===== config.mk =====
export PLATFORM = sky130hd
export DESIGN_NAME = l2_cacheline_adaptor
export DESIGN_NICKNAME = d
export VERILOG_FILES = /design/src/rtl/l2_cacheline_adaptor.sv
export SDC_FILE = /design/constraint.sdc
export NUM_CORES = 1
export LEC_CHECK = 0
export CAP_MARGIN = 20
export CORE_AREA = 2 2 280 282
export CTS_BUF_LIST = sky130_fd_sc_hd__clkbuf_4
export CTS_CLUSTER_DIAMETER = 50
export CTS_CLUSTER_SIZE = 28
export DETAILED_ROUTE_END_ITERATION = 12
export DIE_AREA = 0 0 282 284
export SLEW_MARGIN = 0
export SYNTH_ARGS = -nofsm -noshare
export SYNTH_HDL_FRONTEND = slang
export SYNTH_SLANG_ARGS = --single-unit

===== constraint.sdc =====
create_clock -name clk -period 6.7 [get_ports clk]
set_input_delay 1.005 -clock clk [delete_from_list [all_inputs] [get_ports clk]]
set_output_delay 1.005 -clock clk [all_outputs]
set_load 0.005 [all_outputs]

===== src/rtl/l2_cacheline_adaptor.sv =====
// rtl/l2_cacheline_adaptor.sv - L2 256-bit line to 4x64-bit memory burst adaptor
//
// Purpose:
//   Turns each L2 line read/write into a four-beat 64-bit burst on the
//   memory side and returns a single-cycle line response.
//   Optional feature macro: L2_ADAPTOR_CWF_EN (critical-word-first beat order).
//
// Ports:
//   clk, rst                       clock, synchronous active-high reset
//   pmem_address/read/write/wdata  line request from L2 (held until pmem_resp)
//   pmem_rdata, pmem_resp          assembled read line, one-cycle completion pulse
//   mem_address/read/write/wdata   burst request to memory
//   mem_rdata, mem_resp            beat data and one pulse per completed beat

module l2_cacheline_adaptor (
  input  logic         clk,
  input  logic         rst,
  input  logic [31:0]  pmem_address,
  input  logic         pmem_read,
  input  logic         pmem_write,
  input  logic [255:0] pmem_wdata,
  output logic [255:0] pmem_rdata,
  output logic         pmem_resp,
  output logic [31:0]  mem_address,
  output logic         mem_read,
  output logic         mem_write,
  output logic [63:0]  mem_wdata,
  input  logic [63:0]  mem_rdata,
  input  logic         mem_resp
);

  typedef enum logic [1:0] {S_IDLE, S_RD, S_WR, S_DONE} state_t;

  state_t        r_state;
  logic [1:0]    r_cnt;        // line slot of the current beat
  logic [1:0]    r_beats;      // beats completed so far in this burst
  logic [255:0]  r_wline_q;
  logic [255:0]  r_pmem_rdata;
  logic [63:0]   r_mem_wdata;
  logic [31:0]   r_mem_address;
  logic          r_mem_read;
  logic          r_mem_write;
  logic          r_pmem_resp;

  logic [1:0]    w_start;
  logic [31:0]   w_burst_addr;
  logic          w_unused_addr_bits;

`ifdef L2_ADAPTOR_CWF_EN
  // Burst starts at the requested 64-bit word and wraps around the line.
  assign w_start            = pmem_address[4:3];
  assign w_burst_addr       = {pmem_address[31:3], 3'b000};
  assign w_unused_addr_bits = ^pmem_address[2:0];
`else
  assign w_start            = 2'd0;
  assign w_burst_addr       = {pmem_address[31:5], 5'b00000};
  assign w_unused_addr_bits = ^pmem_address[4:0];
`endif

  function automatic logic [63:0] f_slot(input logic [255:0] line, input logic [1:0] idx);
    return line[{idx, 6'b000000} +: 64];
  endfunction

  always_ff @(posedge clk) begin
    if (rst) begin
      r_state       <= S_IDLE;
      r_cnt         <= 2'd0;
      r_beats       <= 2'd0;
      r_wline_q     <= '0;
      r_pmem_rdata  <= '0;
      r_mem_wdata   <= '0;
      r_mem_address <= '0;
      r_mem_read    <= 1'b0;
      r_mem_write   <= 1'b0;
      r_pmem_resp   <= 1'b0;
    end else begin
      case (r_state)
        S_IDLE: begin
          if (pmem_write || pmem_read) begin
            r_wline_q     <= pmem_wdata;
            r_mem_address <= w_burst_addr;
            r_cnt         <= w_start;
            r_beats       <= 2'd0;
            // Write wins; a concurrent read stays pending for a later IDLE.
            if (pmem_write) begin
              r_state     <= S_WR;
              r_mem_write <= 1'b1;
              r_mem_wdata <= f_slot(pmem_wdata, w_start);
            end else begin
              r_state     <= S_RD;
              r_mem_read  <= 1'b1;
            end
          end
        end

        S_RD: begin
          if (mem_resp) begin
            r_pmem_rdata[{r_cnt, 6'b000000} +: 64] <= mem_rdata;
            r_cnt   <= r_cnt + 2'd1;
            r_beats <= r_beats + 2'd1;
            if (r_beats == 2'd3) begin
              r_mem_read  <= 1'b0;
              r_pmem_resp <= 1'b1;
              r_state     <= S_DONE;
            end
          end
        end

        S_WR: begin
          if (mem_resp) begin
            r_cnt       <= r_cnt + 2'd1;
            r_beats     <= r_beats + 2'd1;
            r_mem_wdata <= f_slot(r_wline_q, r_cnt + 2'd1);
            if (r_beats == 2'd3) begin
              r_mem_write <= 1'b0;
              r_pmem_resp <= 1'b1;
              r_state     <= S_DONE;
            end
          end
        end

        S_DONE: begin
          r_pmem_resp <= 1'b0;
          r_state     <= S_IDLE;
        end

        default: begin
          r_state <= S_IDLE;
        end
      endcase
    end
  end

  assign pmem_rdata  = r_pmem_rdata;
  assign pmem_resp   = r_pmem_resp;
  assign mem_address = r_mem_address;
  assign mem_read    = r_mem_read;
  assign mem_write   = r_mem_write;
  assign mem_wdata   = r_mem_wdata;

endmodule


==> run_1/wire_density.png <==
Scale: 1.5 px per um. The die is cut into 28 by 28 equal tiles; white is low, dark blue is high, scaled to the fullest tile. Values are wire area over tile area, all layers added.
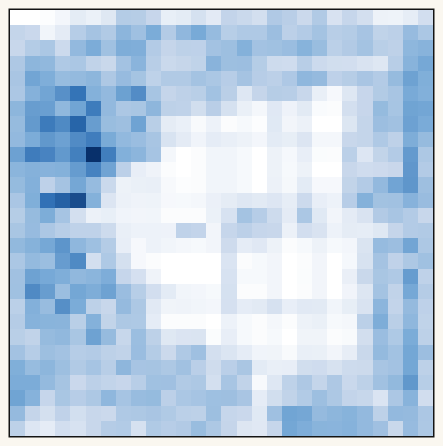
3.8% of the tiles are nearly empty. 8.4% of the tiles are over half the peak. The fullest tile reaches 0.69. The mean over all tiles is 0.19. The densest ninth of the die: north-west.
routed wire length: 86.7 mm
GRT Util Overall: 0.206

==> run_1/gate_families.png <==
Scale: 2 px per um.
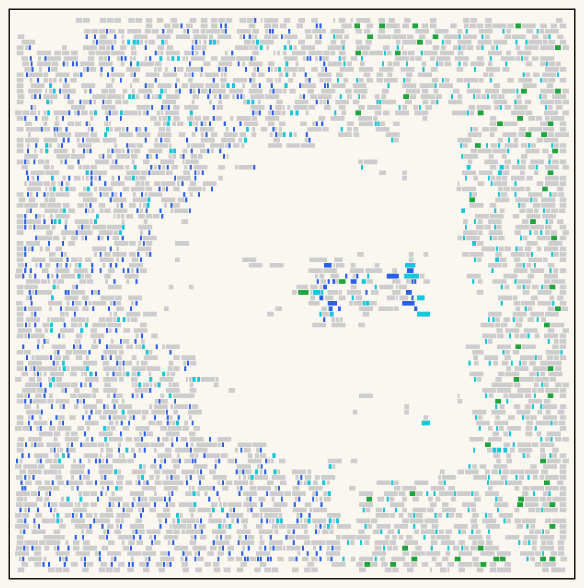
Key: green = AND-OR and OR-AND gates [cells 57, most used a22o_1]; cyan = NOR gates [cells 353, most used nor2_1, where all over the die]; blue = NAND gates [cells 588, most used nand2_1]

==> run_1/met4.png <==
Scale: 1.5 px per um. Supply wires on this layer in gray.
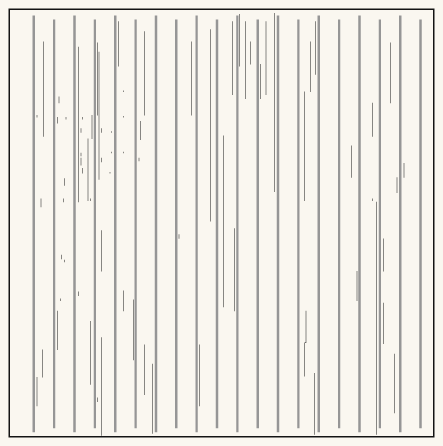
The wires run mostly vertical. The longest straight run is 155 um. 46 nets have wire on it.

-- run 1: layout make-up --
class / count / area (um^2)
fill: 7847 / 44700
tap: 1040 / 1300
timing repair buffer: 725 / 7280
sequential: 612 / 12300
clock inverter: 54 / 616
antenna: 9 / 22.5
clock buffer: 78 / 586
multi-input combinational: 1839 / 9980
inverter: 69 / 259
-- run 1: stage by stage --
stage	std cells	hold slack [ps]	instance area (um^2)	total power, mW	setup slack, ps
final	4426	461	32300	11.1	3090
after global routing	4422	481	32300	11.9	2750
after CTS	4417	461	32300	11.3	3040
after detailed placement	4285	446	31100	8.78	2460
after global placement	4285	441	31100	8.75	2520
after floorplan	2765	436	23400	7.03	4050
-- run 1: sequential cells by signal, summed over array words and instances, names as in the netlist --
| name | cells |
|---|---|
| pmem_rdata | 256 |
| r_wline_q | 256 |
| mem_wdata | 64 |
| mem_address | 27 |
| r_beats | 2 |
| r_cnt | 2 |
| r_state | 2 |
| mem_read | 1 |
| mem_write | 1 |
| pmem_resp | 1 |
-- run 1: worst max path at each step --
stage | startpoint | to | depth (start not counted)
2_1_floorplan | r_cnt[0] | pmem_rdata[134] | 11
3_3_place_gp | mem_resp | pmem_rdata[174] | 6
3_5_place_dp | mem_resp | pmem_rdata[177] | 6
4_1_cts | r_state[0] | mem_wdata[13] | 7
5_1_grt | r_state[0] | mem_wdata[24] | 7
6_report | r_state[0] | mem_wdata[24] | 7
-- run 1: layer usage --
| layer | wire length (um) | vias to the layer above |
|---|---|---|
| met5 | 332 | - |
| met4 | 2170 | 50 |
| met3 | 8950 | 160 |
| met2 | 41400 | 673 |
| met1 | 33800 | 10200 |
| li1 | - | 10600 |
-- run 1: power groups by stage --
stage	sequential, mW	clock, mW	combinational [mW]
4_1_cts	4.52	2.57	4.20
6_report	4.52	2.48	4.12
5_1_grt	4.59	2.70	4.56
3_5_place_dp	4.60	0	4.18
3_3_place_gp	4.59	0	4.16
2_1_floorplan	4.55	0	2.48
-- run 1: placed cells by master (no fill, tap or decap), drive strengths merged, types with 2 or more instances in the layout --
master | Yosys | routed
bufinv | 0 | 8
buf | 41 | 25
clkbuf | 204 | 78
nand4b | 2 | 2
o22ai | 64 | 64
clkinvlp | 0 | 9
inv | 69 | 89
mux2i | 133 | 133
o21ai | 67 | 67
nand3 | 6 | 6
clkdlybuf4s50 | 0 | 700
nor2b | 12 | 12
conb | 1 | 5
nor2 | 209 | 209
a22oi | 201 | 201
ha | 11 | 11
clkinv | 0 | 17
a21oi | 352 | 352
nand2b | 3 | 3
nor3b | 2 | 2
diode | 0 | 9
a22o | 55 | 55
dfxtp | 612 | 612
mux2 | 2 | 2
nor3 | 128 | 128
nand2 | 576 | 576
-- run 1: worst max-delay path, delay by kind of cell (launching register included) --
family,cells,cell delay [ps]
compound gates,1,170
flops,1,350
buf+inv,2,780
mux,1,860
simple gates,2,250
fa+ha+maj,1,850
==> deck_impl_summary.md, run 1 <==
Physical Implementation Snapshot

Synthesis
  • Top cells by instance count after synthesis: 612 x dfxtp_1, 576 x nand2_1, 352 x a21oi_1, 209 x nor2_1, 204 x clkbuf_1
  • Yosys warnings: 0
  • Post-synthesis mux area share: 0.0580
  • Number of storage elements in the synthesis netlist: roughly 610
  • Synth Seq Share: 0.525
  • Number of enable flip-flop cells: 0
  • Most frequent cell after synthesis: dfxtp_1
  • Top cell type by total area after synthesis: dfxtp_1
  • Dominant kind of combinational cell: AND-OR/OR-AND gates
  • Total cells reported by yosys after synthesis: 2,761
  • Yosys synthesis chip area: 23,400 um^2
  • Leading register cell type out of synthesis: dfxtp_1
  • Synth cell types: 37
  • Area share of and-or/or-and cells after synthesis: 0.194

Worst setup path
  • Sequence of cells on the critical path: inv_1 > ha_4 > mux2_4 > buf_4 > o21ai_0 > nor3_1 > nor3_1
  • Most Frequent Cell on Critical Path: nor3_1
  • WP data required: 7380 ps
  • Critical Path End Type: register
  • Crit path arrival time: about 4300 ps
  • Launching point of the worst reg2reg path: r_state[0]
  • R2r worst-path depth: 7
  • Sort of element at the start of the critical path: register
  • Register-to-register setup slack: between 3000 and 4000 ps

Route
  • Wirelength per Cell: 19.6 um
  • Final ANT Viol Nets: 0
  • Via-to-Cell Ratio: 4.90

Clocking
  • Sinks on Clock Net: 612
  • Buffers inserted by post-CTS timing repair: 0
  • Number of levels the H-tree was split into: 3
  • Clock transition at the registers of the reported paths: 130 ps
  • CTS tree: built
  • Root buffer cell: clkbuf_4
  • Total of hold buffers inserted after clock tree synthesis: 0

Final timing
  • Final-report max-slew violation count: 0
  • Crit path time final: roughly 3600 ps
  • Max_slew headroom: 0.283
  • Final number of hold-violating endpoints: 0
  • Final period utilization: 0.538
  • Post-route setup TNS: 0 ps

Placed design
  • IO Port Bufs: approximately 700
  • Post-DP HPWL: around 55 mm

Power
  • Net Sw Power: ~4.3 mW
  • Fraction of power consumed by combinational cells: 0.370
  • Peak ir drop on the vdd network: between 300 and 400 uV
  • Power density relative to cell area: around 340 nW/um^2

Finish
  • Fraction of layout cells with a size suffix above 1: 0.0518
  • Post-layout util: 0.420

Floorplanning
  • DIE WIDTH: approximately 280 um
  • Area of the core: 77,000 um^2
  • Total die size: around 80,000 um^2
  • Cell Rows: 102
  • Init Core Util: 0.303

GRT
  • Via count of the first global-routing pass: between 20,000 and 25,000
  • Met2 usage in global routing: 0.351
  • Total congestion overflow: 0
  • Maximum number of pins on one net before global-route repair: roughly 190

Job
  • Total number of warnings across the stage logs: approximately 50

Hold path
  • Worst hold path depth: 2
  • Critical hold path startpoint: r_wline_q[140]

Status
  • Result of the run: finished, final reports clean
==> inputs of run 2 (changes only) <==
clock period = 3.55 ns   (was 6.7 ns; I/O delays follow)
==> run_2/met4.png <==
Scale: 1.5 px per um. Supply wires on this layer in gray.
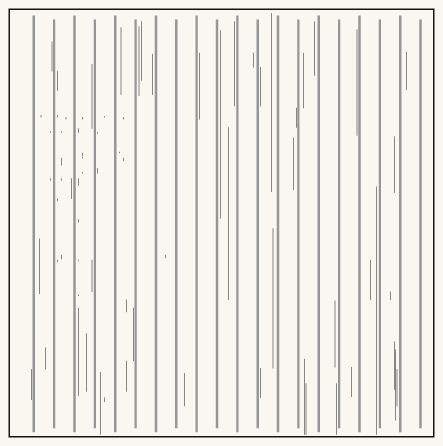
The layer carries 1,960 um of wire. The layer holds 2.3% of the routed length. The wires run mostly vertical.

==> run_2/wire_density.png <==
Scale: 1.5 px per um. The die is cut into 28 by 28 equal tiles; white is low, dark blue is high, scaled to the fullest tile. Values are wire area over tile area, all layers added.
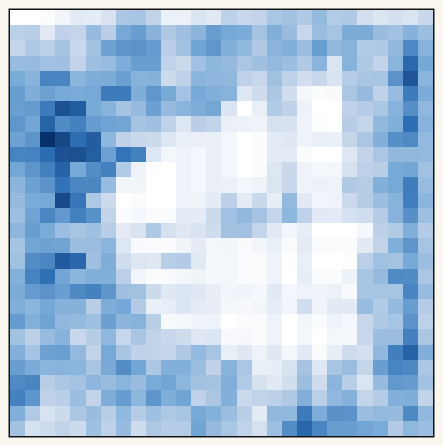
The mean over all tiles is 0.19. The fullest tile reaches 0.57. 20% of the tiles are over half the peak.
number of vias after detailed routing: 21,700
routed wire length: 86.3 mm

==> run 2 against run 1 <==
Power is 90% higher; cell count grew 0.81%; largest power group unchanged; highest routed layer unchanged; non-clock buffer count increased by 33; register-to-register slack got worse by 2400 ps; via count up 0.26%; clock power grew 85%.
==> deck_impl_summary.md, run 2 <==
Physical Implementation Snapshot

Synthesis
  • Synth top area share: 0.525
  • Number of storage elements in the synthesis netlist: between 600 and 700
  • Yosys synthesis chip area: between 20,000 and 25,000 um^2
  • Most frequent cell after synthesis: dfxtp_1
  • Synth top area cells: dfxtp_1 52%, nand2_1 9.3%, a21oi_1 7.5%
  • Post-synthesis mux area share: 0.0580
  • Synth Seq Share: 0.525
  • Leading register cell type out of synthesis: dfxtp_1
  • Gate Count Post-Synth: 2,761
  • Area share of and-or/or-and cells after synthesis: 0.194
  • Yosys warnings: 0
  • Xor and xnor fraction of the mapped netlist area: 0
  • Top cells by instance count after synthesis: 612 x dfxtp_1, 576 x nand2_1, 352 x a21oi_1, 209 x nor2_1, 204 x clkbuf_1
  • Area fraction in and, or, nand and nor cells after synthesis: 0.162
  • Area of the mapped netlist: about 23,000 um^2
  • Synth cell types: 37
  • Total cells reported by yosys after synthesis: around 2,800
  • FA/HA/MAJ Cells, Area Fraction: 0.00589
  • Top cell type by total area after synthesis: dfxtp_1
  • Number of enable flip-flop cells: 0
  • Dominant kind of combinational cell: AND-OR/OR-AND gates
  • Synthesized area per cell: 8.46 um^2
  • Share of synthesized registers carrying an async set or reset: 0

Worst setup path
  • Sequence of cells on the critical path: buf_12 > buf_4 > mux2i_1 > o22ai_1 > nor3_1 > nor3_1
  • Critical Setup Path Class: reg2reg
  • CP max stage cell: buf_4
  • Crit path arrival time: approximately 3500 ps
  • Worst path max stage delay: slightly above 800 ps
  • Most Frequent Cell on Critical Path: nor3_1
  • Sort of element at the start of the critical path: register
  • Largest fanout on the critical path: ~92
  • WP data required: ~4200 ps
  • Buffers plus inverters on the worst setup path: 2
  • Critical Path End Type: register
  • Family with the most delay on the worst path: buffers and inverters

Power
  • Peak ir drop on the vdd network: ~440 uV
  • LEAKAGE: 11.8 nW
  • Power density relative to cell area: approximately 650 nW/um^2

Finish
  • Top cell excl fill/tap: clkdlybuf4s50_1
  • Fraction of layout cells with a size suffix above 1: 0.0604
  • FILL cells: 7,772
  • Area of combinational cells with multiple inputs: ~10000 um^2
  • Layout net count: between 3,000 and 4,000
  • Post-route insts no fill: 4,462
  • Top Layout Cells: 700 x clkdlybuf4s50_1, 611 x dfxtp_1, 575 x nand2_1
  • P&R area growth vs syn: 39.8%
  • Sequential Area: 12,300 um^2
  • Post-layout util: 0.424

Clocking
  • Num CTS Buffers: 73
  • CTS tree: built
  • Clock network latency to the later pin of the worst-skew pair: between 800 and 900 ps
  • Clk buf depth: 3
  • Buffers inserted by post-CTS timing repair: 0
  • Number of levels the H-tree was split into: 3
  • Root buffer cell: clkbuf_4
  • Sinks on Clock Net: between 600 and 700
  • Clock transition at the registers of the reported paths: around 150 ps

Floorplanning
  • Area of the core: between 70,000 and 80,000 um^2
  • Total die size: 80,100 um^2
  • Init Core Util: 0.303
  • Y dimension of the die: 284 um
  • Cell Rows: about 100
  • Top Ports: 712
  • DIE WIDTH: about 280 um

Placed design
  • IO Port Bufs: about 700
  • Routability Congestion: approximately 0.79
  • Minimum setup slack after placement: roughly 550 ps
  • Post-DP HPWL: 58.0 mm
  • Instance count after placement with tap cells included: 4,317

Route
  • Via-to-Cell Ratio: 4.87
  • Wirelength per Cell: 19.4 um
  • Number of iterations in the first detailed-routing pass: 5
  • Starting DRC count in detailed routing: about 1,400
  • Final ANT Viol Nets: 0
  • DR DRC count: 0

GRT
  • Number of antenna violations at the first check in global routing: 32
  • Met2 usage in global routing: 0.344
  • Global-route track usage on met3: 0.0843
  • Met1 Usage GRT: 0.239
  • Total congestion overflow: 0
  • Wire length of the first global-routing pass: between 100 and 150 mm
  • GRT Util Overall: 0.205
  • Via count of the first global-routing pass: 20,500
  • Maximum number of pins on one net before global-route repair: roughly 180
  • Layer with the highest usage: met2

Job
  • Total number of warnings across the stage logs: between 40 and 50
  • Reported max-cap violation count: 0

Final timing
  • Peak clock frequency supported by timing: 0.355 GHz
  • Max Clock Skew: between 90 and 100 ps
  • Max_slew headroom: 0.351
  • Unrepaired setup endpoints after global routing: false
  • Post-route setup TNS: 0 ps
  • Final period utilization: 0.793
  • Slack of the critical path: between 700 and 800 ps
  • Hold slack: around 180 ps
  • Actual slew at the worst max-slew pin: ~1000 ps
  • Final number of hold-violating endpoints: 0
  • Final-report max-slew violation count: 0
  • Setup-failing EPs final: 0
  • Crit path time final: 2820 ps

Hold path
  • Worst Hold Class: in2reg

Status
  • Result of the run: finished, final reports clean
run 2: cell count changes in the layout (fill, tap and decap cells not counted), sizes merged:
cell         delta
dlygate4sd3     +1
buf            +32
clkinvlp        -1
clkinv          +4
inv             -2
bufinv          -2
clkbuf          +4
run 2: final timing paths:
| check | startpoint | endpoint | slack, ps | cells after the start |
|---|---|---|---|---|
| worst max-delay path | r_cnt[0] | mem_wdata[60] | 730 | 6 |
| worst min-delay path | pmem_wdata[209] | r_wline_q[209] | 180 | 3 |
| worst max register to register | r_cnt[0] | mem_wdata[60] | 730 | 6 |
| worst min register to register | r_wline_q[4] | r_wline_q[4] | 460 | 2 |
run 2: cells by family after synthesis:
kind of cell	Yosys count
other	1
adders and majority gates	11
AOI/OAI and AO/OA	745
and+or+nand+nor	943
buffers and inverters	314
DFF	612
muxes	135
run 2: layout make-up:
type,count,area share
sequential,612,0.375
multi-input combinational,1839,0.306
timing repair buffer,758,0.234
tap,1040,0.0399
clock buffer,82,0.0189
clock inverter,53,0.0179
inverter,69,0.00793
antenna,9,0.000690
run 2: metrics by stage:
step	cell area [um^2]	total power [mW]
floorplan	23400	13.3
global placement	31400	16.7
detailed placement	31400	16.8
CTS	32600	21.4
global route	32600	22.5
finish	32700	21.1
run 2: layer usage:
| layer | vias up | share of wire |
|---|---|---|
| met2 | 718 | 0.48 |
| met3 | 153 | 0.10 |
| li1 | 10700 | - |
| met1 | 10100 | 0.40 |
| met4 | 46 | 0.023 |
| met5 | - | 0.0035 |
run 2: tightest hold or removal path, stage by stage:
cell and delay, ps:
clkdlybuf4s50_1 390, nand2_1 60, a21oi_1 50
run 2: what timing repair did:
item | CTS | global route
hold buffers | 1 | 0
endpoints found under the hold margin | 15 | 0
resized | 0 | 0
run 2: where the power goes:
group / internal [mW] / switching, mW / leakage (nW)
combinational: 3.22 / 4.77 / 6.14
clock: 1.75 / 2.85 / 0.635
sequential: 7.95 / 0.596 / 5.00
total: 12.9 / 8.22 / 11.8
==> inputs of run 3 (changes only) <==
CORE_AREA = 2 2 279 281   (was 2 2 280 282)
DIE_AREA = 0 0 281 283   (was 0 0 282 284)
clock period = 2.3 ns   (was 3.55 ns; I/O delays follow)
==> run 3 against run 2 <==
Non-clock buffer count is 260 higher; cell count up 6.1%; core utilization grew 4.1 points; global-route usage increased by 1.2 points; critical path depth fell by 5; clock-buffer cell count is the same; clock power rose by 62%; clock skew fell by 30 ps; synthesized cell count is the same; critical path type is now reg2out; sequential share of layout area shrank 3.2 points; sequential cell count did not move.
==> deck_impl_summary.md, run 3 <==
Physical Implementation Snapshot

Synthesis
  • Number of storage elements in the synthesis netlist: 612
  • Synth top area cells: dfxtp_1 52%, nand2_1 9.3%, a21oi_1 7.5%
  • Gate Count Post-Synth: 2,761
  • Top cells by instance count after synthesis: 612 x dfxtp_1, 576 x nand2_1, 352 x a21oi_1, 209 x nor2_1, 204 x clkbuf_1
  • Synth top area share: 0.525
  • Top cell type by total area after synthesis: dfxtp_1
  • Synthesized area per cell: 8.46 um^2
  • Share of synthesized registers carrying an async set or reset: 0
  • Yosys synthesis chip area: about 23,000 um^2
  • Most frequent cell after synthesis: dfxtp_1
  • Total cells reported by yosys after synthesis: 2,761
  • Leading register cell type out of synthesis: dfxtp_1
  • Area of the mapped netlist: 23,400 um^2
  • Synth Seq Share: 0.525
  • Synth cell types: 37

Power
  • Peak ir drop on the vdd network: a little under 600 uV
  • LEAKAGE: around 13 nW
  • Switching share of power: 0.386
  • Net Sw Power: around 13 mW
  • Share of total power in sequential cells: 0.388
  • Fraction of power consumed by combinational cells: 0.394
  • Post-layout power: around 34 mW
  • Internal power: ~21 mW
  • Power density relative to cell area: about 960 nW/um^2
  • Clock share of power: 0.218

Final timing
  • Crit path time final: approximately 2200 ps
  • Setup-failing EPs final: 0
  • Max Clock Skew: just under 70 ps
  • Slack of the critical path: about 110 ps
  • Actual slew at the worst max-slew pin: 748 ps
  • Final-report max-slew violation count: 0
  • Peak clock frequency supported by timing: approximately 0.46 GHz
  • Final number of hold-violating endpoints: 0
  • Max_slew headroom: 0.502
  • Final period utilization: 0.950

Worst setup path
  • Family with the most delay on the worst path: buffers and inverters
  • Sort of element at the start of the critical path: register
  • Crit path arrival time: roughly 1800 ps
  • Worst path max stage delay: 660 ps
  • Buffers plus inverters on the worst setup path: 1
  • CP max stage cell: clkdlybuf4s50_1
  • Sequence of cells on the critical path: clkdlybuf4s50_1
  • Largest fanout on the critical path: 2
  • Critical Setup Path Class: reg2out
  • WP data required: a little under 2000 ps

Finish
  • Fraction of layout cells with a size suffix above 1: 0.0663
  • Layout net count: 3,984
  • P&R area growth vs syn: 52.7%
  • Top Layout Cells: 684 x clkdlybuf4s50_1, 609 x dfxtp_1, 575 x nand2_1
  • FILL cells: 7,486

Floorplanning
  • Init Core Util: 0.304
  • Area of the core: around 77,000 um^2
  • Y dimension of the die: about 280 um
  • Top Ports: slightly above 700
  • Total die size: roughly 80,000 um^2
  • Cell Rows: between 100 and 150

Route
  • Number of iterations in the first detailed-routing pass: 5
  • Starting DRC count in detailed routing: around 1,300
  • Via-to-Cell Ratio: about 4.9
  • DR DRC count: 0
  • Final ANT Viol Nets: 0
  • Routed wire length: around 90 mm

Clocking
  • CTS tree: built
  • Number of levels the H-tree was split into: 3
  • Clk buf depth: 3
  • Root buffer cell: clkbuf_4
  • Clock transition at the registers of the reported paths: 150 ps
  • Clock network latency to the later pin of the worst-skew pair: between 800 and 900 ps
  • Sinks on Clock Net: just over 600
  • Num CTS Buffers: 76

Placed design
  • IO Port Bufs: between 700 and 800
  • Post-DP HPWL: between 50 and 60 mm
  • Routability Congestion: 0.823
  • Minimum setup slack after placement: -42.0 ps

GRT
  • Total congestion overflow: 0
  • Number of antenna violations at the first check in global routing: 15
  • Wire length of the first global-routing pass: between 100 and 150 mm
  • Via count of the first global-routing pass: ~23,000
  • Maximum number of pins on one net before global-route repair: approximately 150

Hold path
  • Worst Hold Class: in2reg

Job
  • Reported max-cap violation count: 0
  • Total number of warnings across the stage logs: 42

Status
  • Result of the run: finished, final reports clean
-- run 3: cell counts after synthesis --
No cell type changed its count.
-- run 3: timing repair --
| action | CTS | global route |
|---|---|---|
| endpoints found under the hold margin | 322 | 0 |
| cloned | 2 | 0 |
| pin swaps | 0 | 1 |
| gates resized | 17 | 2 |
| hold buffers | 236 | 0 |
| endpoints found under the setup margin | 32 | 30 |
| setup buffers | 5 | 1 |
-- run 3: worst paths after layout --
| check | start | end | slack [ps] | cells past startpoint |
|---|---|---|---|---|
| worst min register to register | pmem_resp | pmem_resp | 460 | 2 |
| worst max-delay path | pmem_rdata[149] | pmem_rdata[149] | 110 | 1 |
| worst max register to register | r_cnt[1] | pmem_rdata[158] | 140 | 9 |
| worst min-delay path | pmem_wdata[28] | r_wline_q[28] | 100 | 3 |
-- run 3: stage by stage --
stage	util	std cells	instance area [um^2]	TNS [ps]	hold WS (ps)
after floorplan	-	2765	23400	0	436
after global placement	0.416	4334	31900	-32.3	441
after detailed placement	0.416	4334	31900	-1500	445
after CTS	0.464	4717	35600	0	1.43
after global routing	0.465	4729	35600	-93.2	11.8
final	0.465	4733	35700	0	98.6
-- run 3: logic make-up (layout without fill, tap and decap cells) --
family	after synthesis	in the layout	synth area share
buf+inv	314	1227	0.0546
other cells	1	20	0.000161
flops	612	612	0.525
simple gates	943	943	0.162
fa+ha+maj	11	11	0.00589
mux	135	135	0.0580
compound gates	745	745	0.194
-- run 3: area by class of cell --
| type | instances | area (um^2) | share of cell area |
|---|---|---|---|
| multi-input combinational | 1839 | 10000 | 0.281 |
| inverter | 69 | 259 | 0.00726 |
| clock buffer | 82 | 616 | 0.0173 |
| clock inverter | 58 | 643 | 0.0180 |
| antenna | 15 | 37.5 | 0.00105 |
| timing repair buffer | 1018 | 10500 | 0.295 |
| sequential | 612 | 12300 | 0.344 |
| tap | 1040 | 1300 | 0.0365 |
-- run 3: power by group through the flow --
stage / sequential, mW / combinational [mW] / clock [mW]
global route: 13.4 / 14.7 / 8.12
finish: 13.2 / 13.4 / 7.44
floorplan: 13.3 / 7.29 / 0
global placement: 13.5 / 13.1 / 0
detailed placement: 13.5 / 13.2 / 0
CTS: 13.2 / 13.6 / 7.71
-- run 3: metal layers --
layer,vias to the layer above,share of wire,global-route usage
met4,12,0.029,0.0714
met1,10800,0.41,0.262
met5,-,0.00079,0
met3,158,0.078,0.0578
met2,780,0.48,0.370
li1,11200,-,-
==> run_3/wire_density.png <==
Scale: 1.5 px per um. The die is cut into 28 by 28 equal tiles; white is low, dark blue is high, scaled to the fullest tile. Values are wire area over tile area, all layers added.
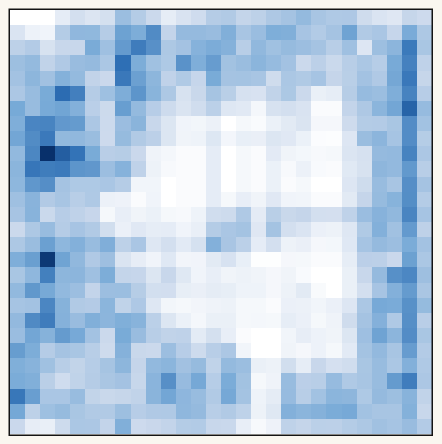
The mean over all tiles is 0.19. 2.8% of the tiles are nearly empty. 11% of the tiles are over half the peak. The emptiest ninth of the die: center. The fullest tile reaches 0.63.
number of vias after detailed routing: 23,000
Wirelength per Cell: 18.9 um
GRT Util Overall: 0.216

==> run_3/final_congestion.png <==
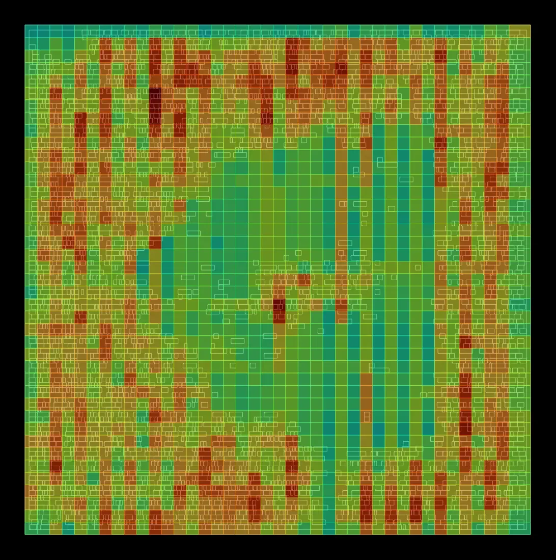
post-layout util: 0.465
met1 Usage GRT: 0.262
layer with the highest usage: met2
met2 usage in global routing: 0.370
global-route track usage on met3: 0.0578

Power is estimated from default activity; no workload was simulated.
